Run 1, wiring by layer:
Two of the layers only.
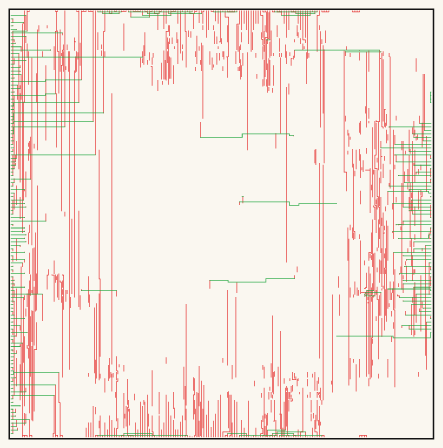
Run 1, local utilization:
Scale bar: 50 um. 16 x 17 tiles, from white (low) to dark blue (high), 0 to 100% covered.
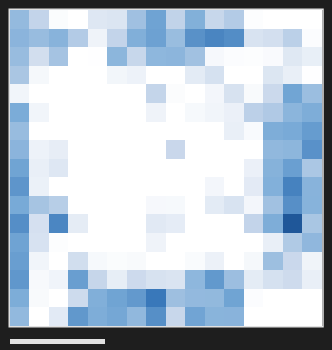
Run 1, the metal 1 layer:
Supply wires on this layer in grey.
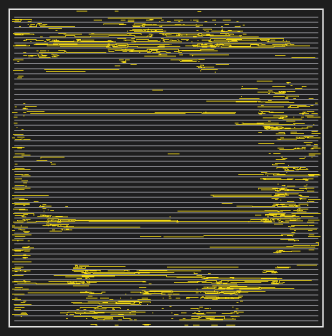
==> src/rtl/wb_pkg.sv <==
// Shared widths, FSM encoding and helpers for the Wishbone slave mux.
package wb_pkg;

  localparam int WB_DW_DEF = 32;
  localparam int WB_AW_DEF = 32;
  localparam int WB_SW_DEF = WB_DW_DEF / 8;
  localparam logic [31:0] ERR_DATA_DEF = 32'hDEAD_BEEF;

  typedef enum logic [1:0] {
    ST_IDLE = 2'd0,
    ST_BUSY = 2'd1,
    ST_ERR  = 2'd2,
    ST_DONE = 2'd3
  } wb_state_e;

  // A single-slave build still needs a 1-bit index.
  function automatic int idx_width(input int n);
    return (n > 1) ? $clog2(n) : 1;
  endfunction

endpackage

==> src/rtl/wb_addr_decoder.sv <==
// Combinational base/mask address decoder; the lowest matching slave wins.
module wb_addr_decoder
  import wb_pkg::*;
#(
  parameter int              AW   = WB_AW_DEF,
  parameter int              N    = 3,
  parameter int              IDXW = idx_width(N),
  parameter logic [N*AW-1:0] BASE = '0,
  parameter logic [N*AW-1:0] MASK = '0
) (
  input  logic [AW-1:0]   addr_i,
  output logic [N-1:0]    hit_o,
  output logic [IDXW-1:0] idx_o,
  output logic            miss_o
);

  // Walk from the top down so a lower index overrides a higher one.
  always_comb begin
    hit_o = '0;
    idx_o = '0;
    for (int k = N - 1; k >= 0; k--) begin
      if ((addr_i & MASK[k*AW +: AW]) == BASE[k*AW +: AW]) begin
        hit_o    = '0;
        hit_o[k] = 1'b1;
        idx_o    = IDXW'(k);
      end
    end
  end

  assign miss_o = ~|hit_o;

endmodule

==> src/rtl/wb_slave_mux_n.sv <==
// Wishbone classic 1-to-N interconnect, one transaction in flight.
// Optional busy timeout is enabled by defining WB_MUX_TIMEOUT_EN.
module wb_slave_mux_n
  import wb_pkg::*;
#(
  parameter int WB_DATA_WIDTH  = WB_DW_DEF,
  parameter int WB_ADDR_WIDTH  = WB_AW_DEF,
  parameter int WB_SEL_WIDTH   = WB_SW_DEF,
  parameter int NUM_SLAVES     = 3,
  parameter logic [NUM_SLAVES*WB_ADDR_WIDTH-1:0] SLAVE_BASE =
    {32'h9000_0000, 32'h8000_0000, 32'h0000_0000},
  parameter logic [NUM_SLAVES*WB_ADDR_WIDTH-1:0] SLAVE_MASK =
    {32'hFFFF_FFF0, 32'hFFFF_FFF0, 32'hFFFF_8000},
  parameter int TIMEOUT_CYCLES = 255,
  parameter logic [WB_DATA_WIDTH-1:0] ERR_DATA = ERR_DATA_DEF
) (
  input  logic                                  clk_i,
  input  logic                                  rst_ni,
  input  logic [WB_ADDR_WIDTH-1:0]              wb_m_addr_i,
  input  logic [WB_DATA_WIDTH-1:0]              wb_m_data_i,
  input  logic                                  wb_m_we_i,
  input  logic [WB_SEL_WIDTH-1:0]               wb_m_sel_i,
  input  logic                                  wb_m_stb_i,
  input  logic                                  wb_m_cyc_i,
  output logic                                  wb_m_ack_o,
  output logic                                  wb_m_err_o,
  output logic [WB_DATA_WIDTH-1:0]              wb_m_data_o,
  output logic [NUM_SLAVES*WB_ADDR_WIDTH-1:0]   wb_s_addr_o,
  output logic [NUM_SLAVES*WB_DATA_WIDTH-1:0]   wb_s_data_o,
  output logic [NUM_SLAVES-1:0]                 wb_s_we_o,
  output logic [NUM_SLAVES*WB_SEL_WIDTH-1:0]    wb_s_sel_o,
  output logic [NUM_SLAVES-1:0]                 wb_s_stb_o,
  output logic [NUM_SLAVES-1:0]                 wb_s_cyc_o,
  input  logic [NUM_SLAVES-1:0]                 wb_s_ack_i,
  input  logic [NUM_SLAVES*WB_DATA_WIDTH-1:0]   wb_s_data_i,
  output logic                                  busy_o
);

  localparam int IDXW = idx_width(NUM_SLAVES);

  wb_state_e                state_q;
  logic [IDXW-1:0]          sel_q;
  logic [NUM_SLAVES-1:0]    sel_oh_q;
  logic                     ack_q;
  logic                     err_q;
  logic [WB_DATA_WIDTH-1:0] data_q;

  logic [NUM_SLAVES-1:0]    dec_hit;
  logic [IDXW-1:0]          dec_idx;
  logic                     dec_miss;
  logic                     req;
  logic                     slv_ack;
  logic [WB_DATA_WIDTH-1:0] slv_data;
  logic                     tmo_hit;

  wb_addr_decoder #(
    .AW   (WB_ADDR_WIDTH),
    .N    (NUM_SLAVES),
    .IDXW (IDXW),
    .BASE (SLAVE_BASE),
    .MASK (SLAVE_MASK)
  ) u_dec (
    .addr_i (wb_m_addr_i),
    .hit_o  (dec_hit),
    .idx_o  (dec_idx),
    .miss_o (dec_miss)
  );

  assign req = wb_m_cyc_i & wb_m_stb_i;

  always_comb begin
    slv_ack  = 1'b0;
    slv_data = '0;
    for (int k = 0; k < NUM_SLAVES; k++) begin
      if (sel_q == IDXW'(k)) begin
        slv_ack  = wb_s_ack_i[k];
        slv_data = wb_s_data_i[k*WB_DATA_WIDTH +: WB_DATA_WIDTH];
      end
    end
  end

`ifdef WB_MUX_TIMEOUT_EN
  logic [15:0] tmo_q;
  assign tmo_hit = (tmo_q == 16'(TIMEOUT_CYCLES - 1));
`else
  assign tmo_hit = 1'b0;
`endif

  // Strobes follow the master live so an abandoned cycle drops them at once.
  assign wb_s_stb_o = (state_q == ST_BUSY && req) ? sel_oh_q : '0;
  assign wb_s_cyc_o = wb_s_stb_o;
  assign wb_s_addr_o = {NUM_SLAVES{wb_m_addr_i}};
  assign wb_s_data_o = {NUM_SLAVES{wb_m_data_i}};
  assign wb_s_we_o   = {NUM_SLAVES{wb_m_we_i}};
  assign wb_s_sel_o  = {NUM_SLAVES{wb_m_sel_i}};

  assign wb_m_ack_o  = ack_q;
  assign wb_m_err_o  = err_q;
  assign wb_m_data_o = data_q;
  assign busy_o      = (state_q != ST_IDLE);

  always_ff @(posedge clk_i or negedge rst_ni) begin
    if (!rst_ni) begin
      state_q  <= ST_IDLE;
      sel_q    <= '0;
      sel_oh_q <= '0;
      ack_q    <= 1'b0;
      err_q    <= 1'b0;
      data_q   <= '0;
`ifdef WB_MUX_TIMEOUT_EN
      tmo_q    <= '0;
`endif
    end else begin
      ack_q <= 1'b0;
      err_q <= 1'b0;
      case (state_q)
        ST_IDLE: begin
          if (req) begin
            sel_q    <= dec_idx;
            sel_oh_q <= dec_hit;
            state_q  <= dec_miss ? ST_ERR : ST_BUSY;
`ifdef WB_MUX_TIMEOUT_EN
            tmo_q    <= '0;
`endif
          end
        end
        ST_BUSY: begin
          if (!wb_m_cyc_i) begin
            state_q <= ST_IDLE;
          end else if (req && slv_ack) begin
            ack_q   <= 1'b1;
            data_q  <= slv_data;
            state_q <= ST_DONE;
          end else if (tmo_hit) begin
            err_q   <= 1'b1;
            data_q  <= ERR_DATA;
            state_q <= ST_DONE;
          end
`ifdef WB_MUX_TIMEOUT_EN
          else begin
            tmo_q <= tmo_q + 16'd1;
          end
`endif
        end
        ST_ERR: begin
          err_q   <= 1'b1;
          data_q  <= ERR_DATA;
          state_q <= ST_DONE;
        end
        ST_DONE: state_q <= ST_IDLE;
        default: state_q <= ST_IDLE;
      endcase
    end
  end

endmodule

==> config.mk <==
export PLATFORM = sky130hd
export DESIGN_NAME = wb_slave_mux_n
export DESIGN_NICKNAME = d
export VERILOG_FILES = /design/src/rtl/wb_pkg.sv /design/src/rtl/wb_addr_decoder.sv /design/src/rtl/wb_slave_mux_n.sv
export SDC_FILE = /design/constraint.sdc
export NUM_CORES = 1
export LEC_CHECK = 0
export CAP_MARGIN = 5
export CORE_AREA = 2 2 163 165
export DETAILED_ROUTE_END_ITERATION = 10
export DIE_AREA = 0 0 165 167
export SLEW_MARGIN = 5
export SYNTH_ARGS = -nofsm -noshare
export SYNTH_HDL_FRONTEND = slang
export SYNTH_SLANG_ARGS = --single-unit
==> constraint.sdc <==
create_clock -name clk_i -period 3.5 [get_ports clk_i]
set_input_delay 0.7 -clock clk_i [delete_from_list [all_inputs] [get_ports clk_i]]
set_output_delay 0.7 -clock clk_i [all_outputs]
set_load 0.05 [all_outputs]
==> results.cfg, run 1 <==
; generated from flow reports
[outcome]
status = completed

[hold_path]
hold_class = flip-flop to flip-flop

[sta]
final.setup.worst_slack_ns = 0.582
fin_worst_hold_slack_ns = 0.513
max_slew.worst_pin.slew_ns = 1.04
setup_viol_count_final = 0
post-route-period-util_pct = 83.4
max-slew-margin-rel_pct = 30.5
final.setup_skew_ns = 0.00560
finalHoldViolCount = 0
max_clock_freq_ghz = 0.343

[clock_network]
tritoncts = built
holdBufCountCts = 0
path_clk_slew_ns = 0.07
cells_resized_by_post_cts_repair = 0
clk_latency_ns = 0.29
clock_sink_count = 39
cts-htree-levels = 2
cts-root-to-sink-buffers = 2
post_cts_buffers = 0
cts_made_buffers = 5

[cells_and_area]
logic_area_sq_mm = 0.00134
layout-drive-gt1-share_pct = 5.78
net_count_final = 690
finalNonFillerCells = 855
layout.cell_area.non_filler_sq_mm = 0.00556
final-seq-area_sq_um = 978

[drt]
first_iter_violations = 98
drt-pass1-iter-count = 4
met2_wire_len_um = 7350
detail_route.vias_per_cell = 3.78
m1WireLength_um = 5850
topRoutingLayerUsed = met4
antenna_violating_nets_post_route = 0
post-route-drc-count = 0
routedWlPerCell_um = 17.5

[die]
fp-row-count = 59
die_area_sq_mm = 0.0276
die-height_um = 167
die_x_um = 165
floorplan.io_pins = 420

[global_route]
grtUsageMet2_pct = 18.3
grt_antenna_before_repair = 1
wire_length_of_the_first_global_routing_pass_um = 21100
grt_max_degree = 40
grt_overflow = 0
gr-max-usage-layer = met2

[synth]
enable_flop_cells = 0
synth-area-yosys_sq_mm = 0.00402
synth-xor-area-share_pct = 0
distinct_cell_type_count_of_the_synthesized_netlist = 36
synth-cells-yosys = 482
mux_share_pct = 8.52
most_common_cell = buf_4
postSynthSeqShare_pct = 24.3
synth-async-reset-ratio_pct = 100
synth_adder_area_share_pct = 0
postSynthRegisterBits = 39
ys.flop_type = dfrtp_1
post_synth.cell_area_avg_sq_um = 8.35
post_synth_instance_area_sq_mm = 0.00402
yosys_warnings = 0
yosys.area_share.simple_pct = 8.55
yosys-dominant-comb-family = buffers and inverters
synth_nets = 654
cells_after_synthesis = 482
yosys.area.top_type = buf_4

[worst_setup_path]
setup.worst_path.start_class = primary input
critPathBufInv = 2
worstPathRequired_ns = 2.80
timing.critical_path.arrival_ns = 2.22
critPathTopFamily = simple AND/OR/NAND/NOR gates
timing.critical_path.fanout_max = 4
critical_path_cell_sequence = clkdlybuf4s50_1, nand2_1, nor3b_2, and2_1, buf_12
worstSetupPathType = primary input to primary output
cp_slowest_cell = clkdlybuf4s50_1
setup.reg_to_reg.worst_slack_ns = 1.39
critPathMaxStageDelay_ns = 0.50
crit_path_end_kind = primary output

[pwr]
maxPowerGroup = combinational logic
power.combinational.fraction_pct = 57.1
ir_worst_vdd_mv = 0.224
pg_seq_w = 0.000649
power_clock_w = 0.000479
switching_share_pct = 47.8
leak_pwr_nw = 1.93
clkPwrFrac_pct = 18.2
p_int_w = 0.00137
powerDensity_mw_per_mm2 = 473

[placed_design]
place_hpwl_um = 11400
placement.io_buffers = 255
place.detailed.instances = 846
place_ws_ns = 0.536
Back to the opening pictures, 'wiring by layer':
[M2] red | wire length: 7350 um
[M3] green | wire length: 1580 um
overall routing resource usage: 10.4%
wire length after detailed routing: 14900 um
total number of vias: 3235

Back to the opening pictures, 'local utilization':
emptiest ninth of the die: centre
tiles over 75% full: 0.40%
fullest tile: 84%
final standard cell utilization of the core: 21.6%
area inside the core boundary: 0.0258 sq mm
FP Util: 15.6%

Back to the opening pictures, 'the metal 1 layer':
wire length on this layer: 5850 um
nets with wire on the layer: 541
share of all routed wire: 39%
met1 routing resource usage after global routing: 11.7%

[run 1: tightest hold or removal path, stage by stage, from the launching register on]
cell and delay (ns):
dfrtp_1 0.37, nand2_1 0.06, o41ai_1 0.05
[run 1: placed cells by master, fill, tap and decap left out, drive strengths merged, types with 7 or more instances in the layout]
master,synthesis,final
o21ai,33,33
buf,222,15
a21oi,33,33
clkdlybuf4s50,0,248
and2,11,11
dfrtp,39,39
mux2i,33,33
clkbuf,12,7
o211ai,32,32
nor2,34,34
[run 1: final timing paths]
kind | to | from | cells past startpoint
min in group asynchronous | wb_m_data_o[24]$_DFFE_PN0P_ | rst_ni | 1
max in group asynchronous | sel_q[1]$_DFFE_PN0P_ | rst_ni | 1
hold / removal | sel_oh_q[0]$_DFFE_PN0P_ | sel_oh_q[0]$_DFFE_PN0P_ | 2
setup / recovery | wb_s_stb_o[0] | wb_m_cyc_i | 5
hold reg to reg | sel_oh_q[0]$_DFFE_PN0P_ | sel_oh_q[0]$_DFFE_PN0P_ | 2
setup reg to reg | wb_m_data_o[1]$_DFFE_PN0P_ | sel_q[0]$_DFFE_PN0P_ | 5
[run 1: state kept, by name, indices dropped and copies added (netlist names)]
register / flops
state_q: 2
wb_m_ack_o: 1
sel_oh_q: 1
wb_m_err_o: 1
wb_m_data_o: 32
sel_q: 2
[run 1: layout make-up]
| cell class | instances | area share (%) |
|---|---|---|
| sequential | 39 | 17.6 |
| timing repair buffer | 263 | 48.0 |
| inverter | 4 | 0.270 |
| tap | 335 | 7.54 |
| multi-input combinational | 205 | 24.1 |
| clock buffer | 7 | 2.38 |
| antenna | 1 | 0.0450 |
| clock inverter | 1 | 0.0900 |
Run 1, I/O nets highlighted:
Scale bar: 50 um.
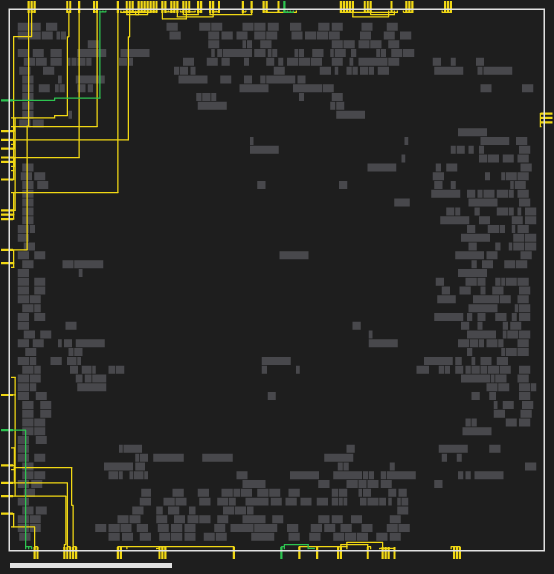

==> inputs of run 2 (changes only) <==
==> constraint.sdc (replaced) <==
create_clock -name clk_i -period 2.52 [get_ports clk_i]
set_input_delay 0.504 -clock clk_i [delete_from_list [all_inputs] [get_ports clk_i]]
set_output_delay 0.504 -clock clk_i [all_outputs]
set_load 0.05 [all_outputs]
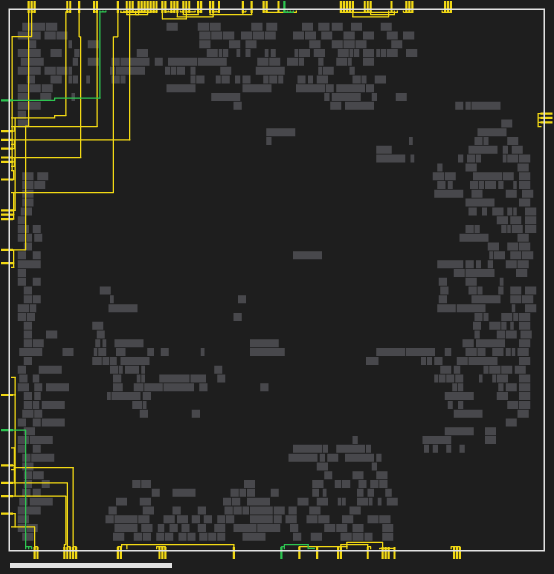
Run 2: I/O nets highlighted
Scale bar: 50 um.
[wb_s_data_o] yellow | direction: output | end cells: 0 | buffers: 0 | wire: 1020 um
[wb_m_sel_i] green | direction: input | end cells: 0 | buffers: 0 | wire: 120 um
Top-Level Pins: 420
count of port buffers added during placement: 255

==> results.cfg, run 2 <==
; generated from flow reports
[drt]
route.vias.total = 3251
post-route-drc-count = 0
drt-pass1-iter-count = 4
first_iter_violations = 154
antenna_violating_nets_post_route = 0
routedWlPerCell_um = 16.5

[worst_setup_path]
worstPathRequired_ns = 2.02
critical_path_cell_sequence = clkdlybuf4s50_1, nand2_1, nor3b_2, buf_4, and2_1, buf_12
timing.critical_path.arrival_ns = 1.93
critPathMaxStageDelay_ns = 0.52
critical_path_end = wb_s_cyc_o[1]
crit_path_end_kind = primary output
setup.reg_to_reg.worst_slack_ns = 0.64
timing.critical_path.fanout_max = 4
setup.worst_path.start_class = primary input
crit_start = wb_m_stb_i
timing.reg2reg.worst_path_depth = 4
cp_slowest_cell = clkdlybuf4s50_1
worst_r2r_endpoint = wb_m_data_o[4]$_DFFE_PN0P_

[pwr]
power.combinational.fraction_pct = 55.8
ir_worst_vdd_mv = 0.256
p_int_w = 0.00205
leak_pwr_nw = 2.17
powerDensity_mw_per_mm2 = 661
clkPwrFrac_pct = 20.3

[die]
die_x_um = 165
coreArea_sq_mm = 0.0258
floorplan.core_util_pct = 15.6
die-height_um = 167
die_area_sq_mm = 0.0276
fp-row-count = 59

[cells_and_area]
layout_top_cells = clkdlybuf4s50_1, buf_4, dfrtp_1
final-seq-area_sq_um = 978
largest_register_ff_count = 32
layout-drive-gt1-share_pct = 24.5
layout_top_cell = clkdlybuf4s50_1
layout.cell_area.non_filler_sq_mm = 0.00570
antenna-diode-count = 0
logic_area_sq_mm = 0.00134
final_standard_cell_utilization_of_the_core_pct = 22.1
finalNonFillerCells = 866
net_count_final = 702

[placed_design]
place_ws_ns = 0.0797
place.detailed.instances = 858

[synth]
distinct_cell_type_count_of_the_synthesized_netlist = 36
synth-cells-yosys = 482
yosys_warnings = 0
yosys-top-cells-area = buf_4, dfrtp_1, mux2i_1
synth.top_cell.area_share_pct = 39.2
synth-async-reset-ratio_pct = 100
post_synth_instance_area_sq_mm = 0.00402
most_common_cell = buf_4
ys.flop_type = dfrtp_1
cells_after_synthesis = 482
post_synth.cell_area_avg_sq_um = 8.35
synth_nets = 654
postSynthRegisterBits = 39
postSynthSeqShare_pct = 24.3
yosys.area.top_type = buf_4

[clock_network]
clk_latency_ns = 0.29
cts_made_buffers = 5
clock_sink_count = 39
cts-root-to-sink-buffers = 2
cts-htree-levels = 2
holdBufCountCts = 0
path_clk_slew_ns = 0.06
tritoncts = built

[global_route]
met1_routing_resource_usage_after_global_routing_pct = 10.9
gr-usage-all-layers_pct = 9.93
grtUsageMet2_pct = 17.0
grt_overflow = 0
grt_max_degree = 33
gr-max-usage-layer = met2
wire_length_of_the_first_global_routing_pass_um = 20300
grt_antenna_before_repair = 0

[outcome]
status = completed

[hold_path]
hold_class = primary input to async pin

[sta]
post-route-period-util_pct = 96.4
finalHoldViolCount = 0
final.setup.worst_slack_ns = 0.0907
fin_worst_hold_slack_ns = 0.224
max_clock_freq_ghz = 0.412
setup_viol_count_final = 0
max_slew.worst_pin.slew_ns = 0.824
max-slew-margin-rel_pct = 44.9
## run 2: cell counts after synthesis
Identical to the previous run, type by type.
## run 2: power by group through the flow
| stage | combinational, W | sequential [W] | clock, W |
|---|---|---|---|
| 2_1_floorplan | 0.00127 | 0.00148 | 0 |
| 3_3_place_gp | 0.00212 | 0.000910 | 0 |
| 3_5_place_dp | 0.00214 | 0.000915 | 0 |
| 4_1_cts | 0.00214 | 0.000904 | 0.000801 |
| 5_1_grt | 0.00222 | 0.000928 | 0.000809 |
| 6_report | 0.00210 | 0.000902 | 0.000765 |
## run 2: cell families (layout without fill, tap and decap cells)
| kind of cell | count (synthesis) | after routing | share of synthesized area (%) |
|---|---|---|---|
| AND/OR/NAND/NOR | 67 | 67 | 8.55 |
| flip-flops | 39 | 39 | 24.3 |
| multiplexers | 33 | 33 | 8.52 |
| buffers and inverters | 238 | 287 | 42.6 |
| AND-OR/OR-AND | 105 | 105 | 16.1 |
## run 2: per-layer routing
| layer | up-vias | part of all wire (%) |
|---|---|---|
| met5 | - | 0 |
| met4 | 0 | 1.5 |
| met3 | 14 | 13 |
| met2 | 261 | 49 |
| met1 | 1460 | 37 |
| li1 | 1516 | - |
## run 2: cell type report
type                            instances  area share [%]
Clock buffer                            6            2.44
Clock inverter                          2           0.614
Inverter                                4           0.263
Multi-Input combinational cell        205            23.6
Sequential cell                        39            17.2
Tap cell                              335            7.35
Timing Repair Buffer                  275            48.6
## run 2: repair_timing
action | CTS | global route
gates resized | 0 | 2
setup buffers | 0 | 0
endpoints found under the hold margin | 0 | 0
setup endpoints to repair | 0 | 4
## run 2: critical path: cells and delay by family
kind                   cells  cell delay (ns)
and+or+nand+nor            3             0.57
buffers and inverters      3             0.85
Power and IR drop assume default switching activity.
